`src/rtl/fifo_pkg.sv`:
```
// rtl/fifo_pkg.sv - shared widths and types for the synchronous FIFO and its read-side adapter
// Contents: FIFO_WIDTH (data word width shared with the FIFO), BEAT_CNT_W (beat counter width),
// occ_t (output buffer occupancy 0..2).
package fifo_pkg;

    localparam int FIFO_WIDTH = 16;
    localparam int BEAT_CNT_W = 32;

    typedef logic [1:0] occ_t;

endpackage

```
`src/rtl/stream_skid_buf.sv`:
```
// rtl/stream_skid_buf.sv - two-entry in-order buffer feeding a valid/ready stream
// Ports:
//   clk, rst_n       clock, synchronous active-low reset
//   push, push_data  write a word at the tail this cycle
//   pop              remove the head word this cycle (only while valid)
//   occ              number of stored words (0..2), registered
//   valid            occ != 0, registered
//   head             oldest stored word, registered; 0 after reset
module stream_skid_buf
    import fifo_pkg::*;
#(
    parameter int WIDTH = FIFO_WIDTH
) (
    input  logic             clk,
    input  logic             rst_n,
    input  logic             push,
    input  logic [WIDTH-1:0] push_data,
    input  logic             pop,
    output occ_t             occ,
    output logic             valid,
    output logic [WIDTH-1:0] head
);

    logic [WIDTH-1:0] tail;
    occ_t             next_occ;

    always_comb begin
        next_occ = occ;
        case ({push, pop})
            2'b10:   next_occ = occ + 2'd1;
            2'b01:   next_occ = occ - 2'd1;
            default: next_occ = occ;
        endcase
    end

    always_ff @(posedge clk) begin
        if (!rst_n) begin
            occ   <= '0;
            valid <= 1'b0;
            head  <= '0;
            tail  <= '0;
        end else begin
            occ   <= next_occ;
            valid <= (next_occ != 2'd0);
            case ({push, pop})
                2'b10: begin
                    if (occ == 2'd0) head <= push_data;
                    else             tail <= push_data;
                end
                2'b01: head <= tail;
                2'b11: begin
                    // With one word stored the incoming word becomes the head
                    // directly; with two, it shifts in behind the old tail.
                    if (occ == 2'd2) begin
                        head <= tail;
                        tail <= push_data;
                    end else begin
                        head <= push_data;
                    end
                end
                default: ;
            endcase
        end
    end

endmodule

```
`src/rtl/fifo_stream_reader.sv`:
```
// rtl/fifo_stream_reader.sv - FIFO read-side adapter: issues reads, absorbs read latency, drives a valid/ready stream
// Ports:
//   clk, rst_n   clock, synchronous active-low reset
//   fifo_empty   upstream FIFO empty flag
//   fifo_rd_en   upstream FIFO read enable (combinational)
//   fifo_data    upstream registered read data, valid the cycle after a read
//   m_valid      output word valid (registered)
//   m_ready      downstream accept
//   m_data       output word (registered)
//   beat_count   completed output handshakes since reset, wraps
module fifo_stream_reader
    import fifo_pkg::*;
#(
    parameter int WIDTH = FIFO_WIDTH,
    parameter int CNT_W = BEAT_CNT_W
) (
    input  logic             clk,
    input  logic             rst_n,
    input  logic             fifo_empty,
    output logic             fifo_rd_en,
    input  logic [WIDTH-1:0] fifo_data,
    output logic             m_valid,
    input  logic             m_ready,
    output logic [WIDTH-1:0] m_data,
    output logic [CNT_W-1:0] beat_count
);

    occ_t       occ;
    logic       inflight;
    logic       pop;
    logic [1:0] committed;

    assign pop = m_valid & m_ready;

    // Words already owned by the adapter: stored plus the one arriving now.
    // A read may be issued at two committed words only if a pop frees a slot
    // in the same cycle, which keeps full throughput out of a stall.
    assign committed  = occ + {1'b0, inflight};
    assign fifo_rd_en = rst_n & ~fifo_empty &
                        ((committed < 2'd2) | ((committed == 2'd2) & pop));

    always_ff @(posedge clk) begin
        if (!rst_n) begin
            inflight   <= 1'b0;
            beat_count <= '0;
        end else begin
            inflight <= fifo_rd_en;
            if (pop) beat_count <= beat_count + {{(CNT_W-1){1'b0}}, 1'b1};
        end
    end

    stream_skid_buf #(
        .WIDTH (WIDTH)
    ) u_buf (
        .clk       (clk),
        .rst_n     (rst_n),
        .push      (inflight),
        .push_data (fifo_data),
        .pop       (pop),
        .occ       (occ),
        .valid     (m_valid),
        .head      (m_data)
    );

endmodule
```
`config.mk`:
```
export PLATFORM = sky130hd
export DESIGN_NAME = fifo_stream_reader
export DESIGN_NICKNAME = d
export VERILOG_FILES = /design/src/rtl/fifo_pkg.sv /design/src/rtl/stream_skid_buf.sv /design/src/rtl/fifo_stream_reader.sv
export SDC_FILE = /design/constraint.sdc
export NUM_CORES = 1
export LEC_CHECK = 0
export ABC_CLOCK_PERIOD_IN_PS = 1800
export CORE_UTILIZATION = 41
export CTS_BUF_LIST = sky130_fd_sc_hd__clkbuf_2 sky130_fd_sc_hd__clkbuf_4 sky130_fd_sc_hd__clkbuf_8
export CTS_CLUSTER_DIAMETER = 150
export DETAILED_ROUTE_END_ITERATION = 12
export PLACE_DENSITY = 0.71
export SLEW_MARGIN = 40
export SYNTH_ARGS = -nofsm -noshare
export SYNTH_HDL_FRONTEND = slang
export SYNTH_SLANG_ARGS = --single-unit
```
`constraint.sdc`:
```
create_clock -name clk -period 1.8 [get_ports clk]
set_input_delay 0.36 -clock clk [delete_from_list [all_inputs] [get_ports clk]]
set_output_delay 0.36 -clock clk [all_outputs]
set_load 0.01 [all_outputs]
```
Run 1, cell outlines without signal wires:
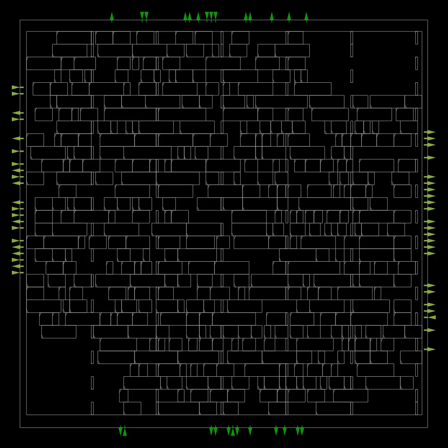
tap cell count: 96
fin util: 65.8%
Seq/total area: 30.5%

Run 1, metal layers overlaid:
Drawn at 4 px/um. Two of the layers only.
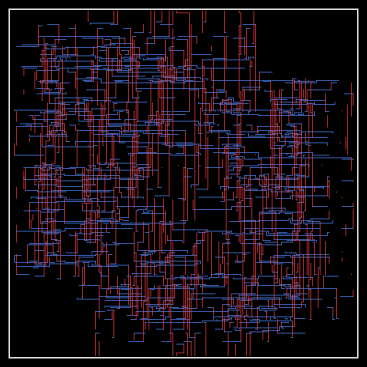
layer	color	wire length
met2	red	3490 um
met1	blue	3250 um
wire per inst: 13.8 um
Tot GR Track Use: 20.3%

==> GITHUB_STEP_SUMMARY, run 1 <==
## Implementation flow summary

| Metric | Value |
|---|---|
| Crit-path leading delay family | buffers and inverters |
| Flip-flop and latch power | 1780 uW |
| Post-Syn Area | approximately 0.0029 sq mm |
| Clk power | 1700 uW |
| Die X | 86.8 um |
| Yosys top cell by area | dfxtp_1 |
| AND-OR/OR-AND share of the synthesized area | a little under 10% |
| Total power draw | 4810 uW |
| First-pass GRT wire length | 11700 um |
| Combinational cell fraction of total power | 27.7% |
| CP bufs+invs | 4 |
| Commonest Layout Cell | nor2_1 |
| Slowest-stage cell, CP | dfxtp_2 |
| Final min period | around 1800 ps |
| Top cell category | combinational gates |
| Fillers | ~560 |
| Root Buffer Master | clkbuf_8 |
| Req. time, crit path | 2060 ps |
| CTS resizes | 10 |
| Final hold slack | between 500 and 600 ps |
| Logic family by area | simple AND/OR/NAND/NOR gates |
| Number of enable flip-flop cells | 0 |
| Tightest Hold Check Type | reg -> reg |
| Reg-to-Reg Start | u_buf.valid |
| Sink Count | 68 |
| Power per Cell Area | 1060 mW/mm^2 |
| Die area | 0.00753 sq mm |
| Asr flop ratio synth | 0% |
| Fin cells | around 520 |
| Number of cells on the critical path | 9 |
| Hold Crit Start | u_buf.tail[0] |
| Post-CTS Hold Buffers | 0 |
| Gate Area | 0.00161 sq mm |
| Net Sw Power | 1320 uW |
| Mapped Nets | 342 |
| Met1 Track Usage GR | 25.3% |
| N_diodes | 0 |
| Clk_skew | 5.58 ps |
| Inverters | 5 |
| Status | completed |
| Registers | 68 |
| Setup_tns | 0 ps |
| Clock share of power | 35.3% |
| Synth flops | 68 |
| Top cells by count | nor2_1, dfxtp_1, xor2_1 |
| Yosys cell count | 315 |
| Fmax | 569 MHz |
| Gpl congestion | 0.754 |
| XOR Share, Synth | 9.22% |
| R2R Path End | u_buf.head[0] |
| I/O pin total | 70 |
| Yosys chip area | 0.00295 sq mm |
| GRT overflow | 0 |
| Die y size | 86.8 um |
| ClkCell Share | under 10% |
| Share of cells above drive strength 1 | 22.5% |
| Synth top cell by count | nor2_1 |
| Vias in the first global route | 2486 |
| MUX share of area | 6.46% |
| Critical path endpoint | u_buf.head[0] |
| Reg2reg path depth | 9 |
| Top power group | registers |
| R2R Setup Slk | approximately 42 ps |
| DRC errors left | 0 |
| CP arrival | between 2000 and 2500 ps |
| Internal cell power | 3480 uW |
| Cycle use final | 97.6% |
| CP peak stage delay | 340 ps |
| Top area cell types | dfxtp_1, nor2_1, xor2_1, mux2i_1, a211oi_1 |
| CTS clk-pin slew, worst paths | ~80 ps |
| CP dominant cell by count | buf_4 |
| Setup WS post-layout | 42.5 ps |
| HPWL after detailed placement | 4580 um |
| Layout area overhead | 53.5% |
| Leak pwr | 0.00179 uW |
Run 1, met3 routing:
Drawn at 4 px/um.
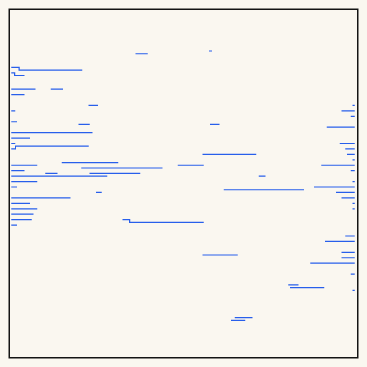
main direction	horizontal
nets with wire on the layer	55
wire length on this layer	376 um
WL final: 7220 um
met3 GRT Util: 4.67%
Via Count: 2645

Run 1, cells colored by class:
Drawn at 3 px/um.
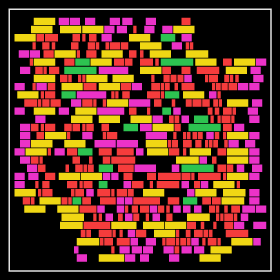
class	color	cells	share of their area
flip-flops	yellow	68	31%
other buffers and delay cells	magenta	110	25%
all other logic	red	233	37%
clock drivers and dummy loads	green	16	6.1%
Finished Cell Area: 0.00452 sq mm
Rows: 30
Core Box Area: 0.00687 sq mm

## run 1: metal layers
metal,share of wire [%],vias up
met2,48,77
li1,-,1298
met5,0,-
met3,5.2,12
met4,1.4,0
met1,45,1258
## run 1: flip-flops by register name, indices dropped and copies added, names as in the netlist
register / count
beat_count: 32
u_buf.head: 16
u_buf.tail: 16
u_buf.occ: 2
inflight: 1
u_buf.valid: 1
## run 1: kinds of logic (layout without fill, tap and decap cells)
kind of cell | count (synthesis) | after routing
DFF | 68 | 68
and+or+nand+nor | 131 | 131
xor gates and xnor gates | 31 | 31
muxes | 19 | 19
buffers and inverters | 19 | 131
adders and majority gates | 7 | 7
AOI/OAI and AO/OA | 40 | 40
## run 1: tightest hold or removal path: stages (launching register included)
cell and delay [ps]:
dfxtp_1 330, mux2i_1 60, nor2_1 70
==> run 2, diff against run 1 <==
- CTS_CLUSTER_DIAMETER: 150 -> default
Run 2, cell outlines without signal wires:
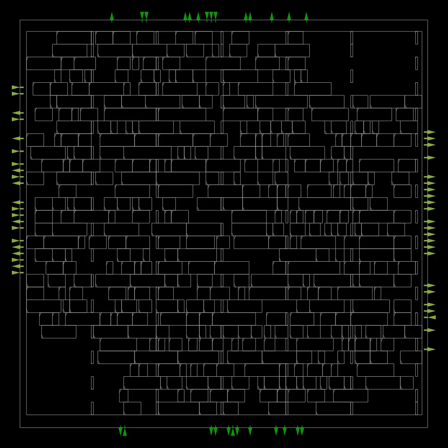
registers: 68
Fillers: 556
fin cells: 523

Run 2, cells colored by class:
Drawn at 3 px/um.
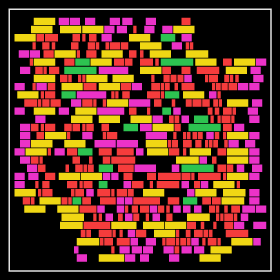
class	color	cells	share of their area
flip-flops	yellow	68	31%
other buffers and delay cells	magenta	110	25%
clock drivers and dummy loads	green	16	6.1%
all other logic	red	233	37%

==> GITHUB_STEP_SUMMARY, run 2 <==
## Implementation flow summary

| Metric | Value |
|---|---|
| Critical path endpoint | u_buf.head[0] (unchanged) |
| Req. time, crit path | 2060 ps (about the same) |
| CP Capture Type | flip-flop (unchanged) |
| VDD IR max | 0.735 mV (unchanged) |
| Fin. Hold Viols | 0 (unchanged) |
| Number of cells on the critical path | 9 (unchanged) |
| Crit Path Max Fanout | 8 (unchanged) |
| # Post-CTS Setup Buffers | 5 (unchanged) |
| CTS clk-pin slew, worst paths | 80 ps (about the same) |
| Gpl congestion | 0.754 (unchanged) |
| Sink Count | 68 (unchanged) |
| Vias in the first global route | 2486 (unchanged) |
| Share of cells above drive strength 1 | 22.5% (unchanged) |
| Clk Latency, worst-skew pair | 340 ps (about the same) |
| DRC errors left | 0 (unchanged) |
| WL final | 7220 um (unchanged) |
| Number of enable flip-flop cells | 0 (unchanged) |
| Adder Area Share | 2.97% (unchanged) |
| Comb group | 1330 uW (about the same) |
| GRT overflow | 0 (unchanged) |
| Rows | 30 (unchanged) |
| Final min period | 1760 ps (unchanged) |
| Via Count | 2645 (unchanged) |
| Clock share of power | 35.3% (about the same) |
| Placed cell areas | 0.00400 sq mm (unchanged) |
| Finished Cell Area | 0.00452 sq mm (unchanged) |
| Logic family by area | simple AND/OR/NAND/NOR gates (unchanged) |
| Pre-CTS setup slack | -580 ps (unchanged) |
| Top cell area share | 46.2% (unchanged) |
| Number of CTS-inserted buffers | 9 (unchanged) |
| Top area cell types | dfxtp_1, nor2_1, xor2_1, mux2i_1, a211oi_1 (unchanged) |
| Clk power | 1700 uW (about the same) |
| Syn_area_per_cell | 9.35 sq um (unchanged) |
| Final Slew Violations | 0 (unchanged) |
| Max reg flops | 32 (unchanged) |
| Synth Instances | 315 (unchanged) |
| Drt pass-1 iters | 4 (unchanged) |
| YS warnings | 0 (unchanged) |
| Wire per inst | 13.8 um (unchanged) |
| WS Path Type | reg -> reg (unchanged) |
| Most used flip-flop cell | dfxtp_1 (unchanged) |
| CP arrival | 2020 ps (about the same) |
| Setup WS post-layout | 42.5 ps (unchanged) |
| Pre-Place Util | 42.9% (unchanged) |
| Leak pwr | 0.00179 uW (unchanged) |
| Total power draw | 4810 uW (unchanged) |
| Max-capacitance violation count | 0 (unchanged) |
| CP peak stage delay | 340 ps (about the same) |
| Asr flop ratio synth | 0% (unchanged) |
| Top power group | registers (unchanged) |
| First-pass GRT wire length | 11700 um (unchanged) |
| R2R Path End | u_buf.head[0] (unchanged) |
| Synth Seq Share | 46.2% (unchanged) |
| Die X | 86.8 um (unchanged) |
| Max-slew headroom | 70.1% (unchanged) |
| Final hold slack | 500 ps (unchanged) |
| Net Sw Power | 1320 uW (unchanged) |
| R2R Setup Slk | 40 ps (about the same) |
| Cycle use final | 97.6% (unchanged) |
| Worst Tran Pin Value | 449 ps (unchanged) |
| Maximum clock path buffer count | 2 (unchanged) |
| CP Cell Sequence | nand2_2 > inv_2 > buf_4 > ha_2 > buf_4 > mux2i_4 > clkbuf_16 > a22oi_1 > a211oi_2 (unchanged) |
| Die area | 0.00753 sq mm (unchanged) |
| Sequential fraction of design power | 37.0% (about the same) |
| I/O pin total | 70 (unchanged) |
| Fmax | 569 MHz (unchanged) |
| Top Layout Cells | nor2_1, clkdlybuf4s50_1, dfxtp_1 (unchanged) |
| Reg2reg path depth | 9 (unchanged) |
| OpenROAD warning count | 31 (unchanged) |
| AND-OR/OR-AND share of the synthesized area | 9.81% (unchanged) |
| Tightest Hold Check Type | reg -> reg (unchanged) |
| Post-Synth Simple-Gate Area | 22.7% (unchanged) |
| Slowest-stage cell, CP | dfxtp_2 (unchanged) |
| Yosys top cell by area | dfxtp_1 (unchanged) |
| XOR Share, Synth | 9.22% (unchanged) |
| Cell Type Count | 36 (unchanged) |
| Placed Cells | 497 (unchanged) |
| Top cells by count | nor2_1, dfxtp_1, xor2_1 (unchanged) |
| Setup_tns | 0 ps (unchanged) |
| Core Box Area | 0.00687 sq mm (unchanged) |
| MUX share of area | 6.46% (unchanged) |
| Tot GR Track Use | 20.3% (unchanged) |
| CTS tree | done (unchanged) |
| Power per Cell Area | 1060 mW/mm^2 (unchanged) |
| Synth top cell by count | nor2_1 (unchanged) |
| Die y size | 86.8 um (unchanged) |
| Crit-path leading delay family | buffers and inverters (unchanged) |
| CTS resizes | 10 (unchanged) |
| Hold Crit Start | u_buf.tail[0] (unchanged) |
| Reg-to-Reg Start | u_buf.valid (unchanged) |
| DR iter-0 viols | 107 (unchanged) |
| Min-Delay Endpoint | u_buf.tail[0] (unchanged) |
| Largest net degree at the start of global routing | 42 (unchanged) |
| Vias per Instance | 5.06 (unchanged) |
| Post-CTS Hold Buffers | 0 (unchanged) |
| Antenna violation net count after detailed routing | 0 (unchanged) |
| Clk_skew | 5.58 ps (unchanged) |
| Commonest Layout Cell | nor2_1 (unchanged) |
| Post-Syn Area | 0.00295 sq mm (unchanged) |
| Port Buf Inserts | 69 (unchanged) |
| Initial antenna violation count | 0 (unchanged) |
| Layout area overhead | 53.5% (unchanged) |
| Final setup vio count | 0 (unchanged) |
| Startpoint types | flip-flop (unchanged) |
| Internal cell power | 3480 uW (unchanged) |
| RSZ-0062 raised after global routing | yes (unchanged) |
| HPWL after detailed placement | 4580 um (unchanged) |
| Status | completed (unchanged) |
| Yosys cell count | 315 (unchanged) |
| Final-stage net count | 449 (unchanged) |
| Sw Ratio | 27.6% (unchanged) |
| Yosys chip area | 0.00295 sq mm (unchanged) |
| CP bufs+invs | 4 (unchanged) |
| Combinational cell fraction of total power | 27.7% (about the same) |
| Flip-flop and latch power | 1780 uW (about the same) |
| Largest regs | beat_count x32, u_buf.head x16, u_buf.tail x16 (unchanged) |
| Hold Path Stages | 2 (unchanged) |
| Fin util | 65.8% (unchanged) |
| CP dominant cell by count | buf_4 (unchanged) |
| CTS H-tree depth | 3 (unchanged) |
| Largest register by flop count | beat_count (unchanged) |
| Synth flops | 68 (unchanged) |
| Mapped Nets | 342 (unchanged) |
| Crit path from | u_buf.valid (unchanged) |
| N_diodes | 0 (unchanged) |
| Root Buffer Master | clkbuf_8 (unchanged) |
Run 2, met3 routing:
Drawn at 4 px/um.
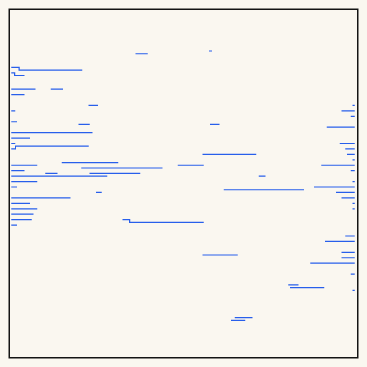
main direction	horizontal
share of all routed wire	5.2%
longest straight run	23.7 um
nets with wire on the layer	55
wire length on this layer	376 um

[run 2: cell counts in the layout (fill, tap and decap cells not counted)]
No cell type changed its count.
[run 2: layout make-up]
| class | instances | area (sq um) | share of cell area, % |
|---|---|---|---|
| Tap cell | 96 | 120 | 2.66 |
| Clock inverter | 7 | 146 | 3.24 |
| Sequential cell | 68 | 1380 | 30.5 |
| Inverter | 5 | 18.8 | 0.415 |
| Clock buffer | 9 | 124 | 2.74 |
| Timing Repair Buffer | 110 | 1120 | 24.8 |
| Multi-Input combinational cell | 228 | 1610 | 35.7 |
[run 2: routing by layer]
metal / up-vias / share of wire [%] / GRT usage (%)
li1: 1298 / - / -
met1: 1258 / 45 / 25.3
met2: 77 / 48 / 34.1
met3: 12 / 5.2 / 4.67
met4: 0 / 1.4 / 7.73
met5: - / 0 / 0
==> run 3, diff against run 2 <==
- CAP_MARGIN: default -> 20
Run 3, met3 routing:
Drawn at 4 px/um.
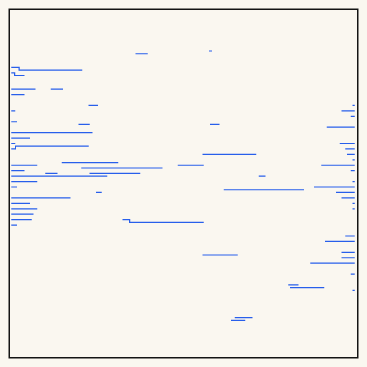
nets with wire on the layer	55
main direction	horizontal
longest straight run	23.7 um

Run 3, cell outlines without signal wires:
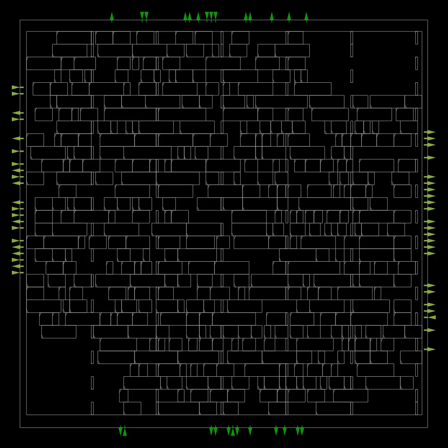

==> GITHUB_STEP_SUMMARY, run 3 <==
## Implementation flow summary

| Metric | Value |
|---|---|
| Status | completed (unchanged) |
| Final-stage net count | 449 (unchanged) |
| Wl on met1 | 3250 um (unchanged) |
| Setup WS post-layout | 42.5 ps (unchanged) |
| CP Capture Type | flip-flop (unchanged) |
| Rows | 30 (unchanged) |
| First-pass GRT wire length | 11700 um (unchanged) |
| Fin cells | 523 (unchanged) |
| Internal cell power | 3480 uW (unchanged) |
| Routed wl met3 | 375 um (unchanged) |
| Fin util | 65.8% (unchanged) |
| VDD IR max | 0.735 mV (unchanged) |
| Root Buffer Master | clkbuf_8 (unchanged) |
| R2R Setup Slk | 40 ps (about the same) |
| Cycle use final | 97.6% (unchanged) |
| Fin. Hold Viols | 0 (unchanged) |
| Top area cell types | dfxtp_1, nor2_1, xor2_1, mux2i_1, a211oi_1 (unchanged) |
| Syn_area_per_cell | 9.35 sq um (unchanged) |
| Cell Type Count | 36 (unchanged) |
| Sink Count | 68 (unchanged) |
| Largest net degree at the start of global routing | 42 (unchanged) |
| MUX share of area | 6.46% (unchanged) |
| Drt pass-1 iters | 4 (unchanged) |
| AND-OR/OR-AND share of the synthesized area | 9.81% (unchanged) |
| Yosys cell count | 315 (unchanged) |
| Core Box Area | 0.00687 sq mm (unchanged) |
| Share of cells above drive strength 1 | 22.5% (unchanged) |
| CTS H-tree depth | 3 (unchanged) |
| Fmax | 569 MHz (unchanged) |
| Vias per Instance | 5.06 (unchanged) |
| CTS tree | done (unchanged) |
| Port Buf Inserts | 69 (unchanged) |
| Maximum clock path buffer count | 2 (unchanged) |
| ClkCell Share | 5.98% (unchanged) |
| Hold Crit Start | u_buf.tail[0] (unchanged) |
| Adder Area Share | 2.97% (unchanged) |
| CTS clk-pin slew, worst paths | 80 ps (about the same) |
| Tot GR Track Use | 20.3% (unchanged) |
| Met1 Track Usage GR | 25.3% (unchanged) |
| Yosys chip area | 0.00295 sq mm (unchanged) |
| Die X | 86.8 um (unchanged) |
| Max layer used | met4 (unchanged) |
| Clk Latency, worst-skew pair | 340 ps (about the same) |
| Commonest Layout Cell | nor2_1 (unchanged) |
| WS Path Type | reg -> reg (unchanged) |
| I/O pin total | 70 (unchanged) |
| Reg-to-Reg Start | u_buf.valid (unchanged) |
| Post-Synth Simple-Gate Area | 22.7% (unchanged) |
| Wire per inst | 13.8 um (unchanged) |
| Placed Cells | 497 (unchanged) |
| Most used flip-flop cell | dfxtp_1 (unchanged) |
| Seq/total area | 30.5% (unchanged) |
| Multi-input gates | 228 (unchanged) |
| Fillers | 556 (unchanged) |
| GRT overflow | 0 (unchanged) |
| Critical path endpoint | u_buf.head[0] (unchanged) |
| Top Layout Cells | nor2_1, clkdlybuf4s50_1, dfxtp_1 (unchanged) |
| N_diodes | 0 (unchanged) |
| R2R Path End | u_buf.head[0] (unchanged) |
| XOR Share, Synth | 9.22% (unchanged) |
| Asr flop ratio synth | 0% (unchanged) |
| Largest register by flop count | beat_count (unchanged) |
| Sequential fraction of design power | 37.0% (about the same) |
| Mapped Nets | 342 (unchanged) |
| Clk_skew | 5.58 ps (unchanged) |
| Reg2reg path depth | 9 (unchanged) |
| Crit path from | u_buf.valid (unchanged) |
| Tap cell count | 96 (unchanged) |
| Sw Ratio | 27.6% (unchanged) |
| Top cell category | combinational gates (unchanged) |
| Layout area overhead | 53.5% (unchanged) |
| Pre-Place Util | 42.9% (unchanged) |
| Number of enable flip-flop cells | 0 (unchanged) |
| Largest regs | beat_count x32, u_buf.head x16, u_buf.tail x16 (unchanged) |
| Final min period | 1760 ps (unchanged) |
| Leak pwr | 0.00179 uW (unchanged) |
| Tightest Hold Check Type | reg -> reg (unchanged) |
| Final hold slack | 500 ps (unchanged) |
| Gr busiest metal | met2 (unchanged) |
| DR WL met2 | 3490 um (unchanged) |
| Power per Cell Area | 1060 mW/mm^2 (unchanged) |
| Max reg flops | 32 (unchanged) |
| Yosys top cell by area | dfxtp_1 (unchanged) |
| Clock buf count | 9 (unchanged) |
| HPWL after detailed placement | 4580 um (unchanged) |
| Net Sw Power | 1320 uW (unchanged) |
| Comb/total area | 35.7% (unchanged) |
| RSZ-0062 raised after global routing | yes (unchanged) |
| Inverters | 5 (unchanged) |
| Via Count | 2645 (unchanged) |
| Placed cell areas | 0.00400 sq mm (unchanged) |
| Pre-CTS setup slack | -580 ps (unchanged) |
| Top cell area share | 46.2% (unchanged) |
| WL final | 7220 um (unchanged) |
| # Post-CTS Setup Buffers | 5 (unchanged) |
| Finished Cell Area | 0.00452 sq mm (unchanged) |
| Initial antenna violation count | 0 (unchanged) |
| Startpoint types | flip-flop (unchanged) |
| Crit Path Max Fanout | 8 (unchanged) |
| Combinational cell fraction of total power | 27.7% (about the same) |
| Vias in the first global route | 2486 (unchanged) |
| Synth top cell by count | nor2_1 (unchanged) |
Run 3, where the registers sit:
Drawn at 6 px/um. Other sequential cells in the stronger gray, the rest of the logic in the fainter gray.
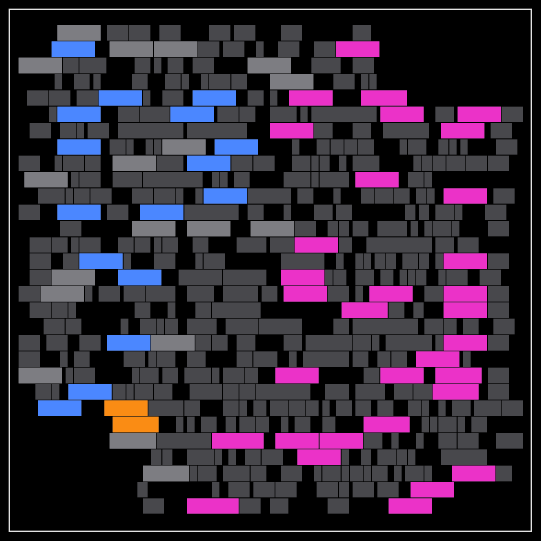
name in the netlist	color	sequential cells
`beat_count`	magenta	32
`u_buf.occ`	orange	2
`u_buf.tail`	blue	16
not colored	18
FF/Latch Area: 0.00138 sq mm
flip-flop and latch power: 1780 uW

-- run 3: cell counts in the layout (fill, tap and decap cells not counted) --
No cell type changed its count.
-- run 3: power by group through the flow --
stage | sequential [uW] | clock (uW) | combinational (uW)
3_5_place_dp | 1800 | 0 | 1050
5_1_grt | 1790 | 1790 | 1440
3_3_place_gp | 1790 | 0 | 1040
2_1_floorplan | 1840 | 0 | 524
4_1_cts | 1760 | 1730 | 1260
6_report | 1780 | 1700 | 1330
-- run 3: critical path, stage by stage (launching register included) --
cell and delay (ps):
dfxtp_2 340, nand2_2 90, inv_2 50, buf_4 140, ha_2 180, buf_4 140
mux2i_4 210, clkbuf_16 200, a22oi_1 100, a211oi_2 230
No activity file was given, so power comes from the tool's default toggle rates.
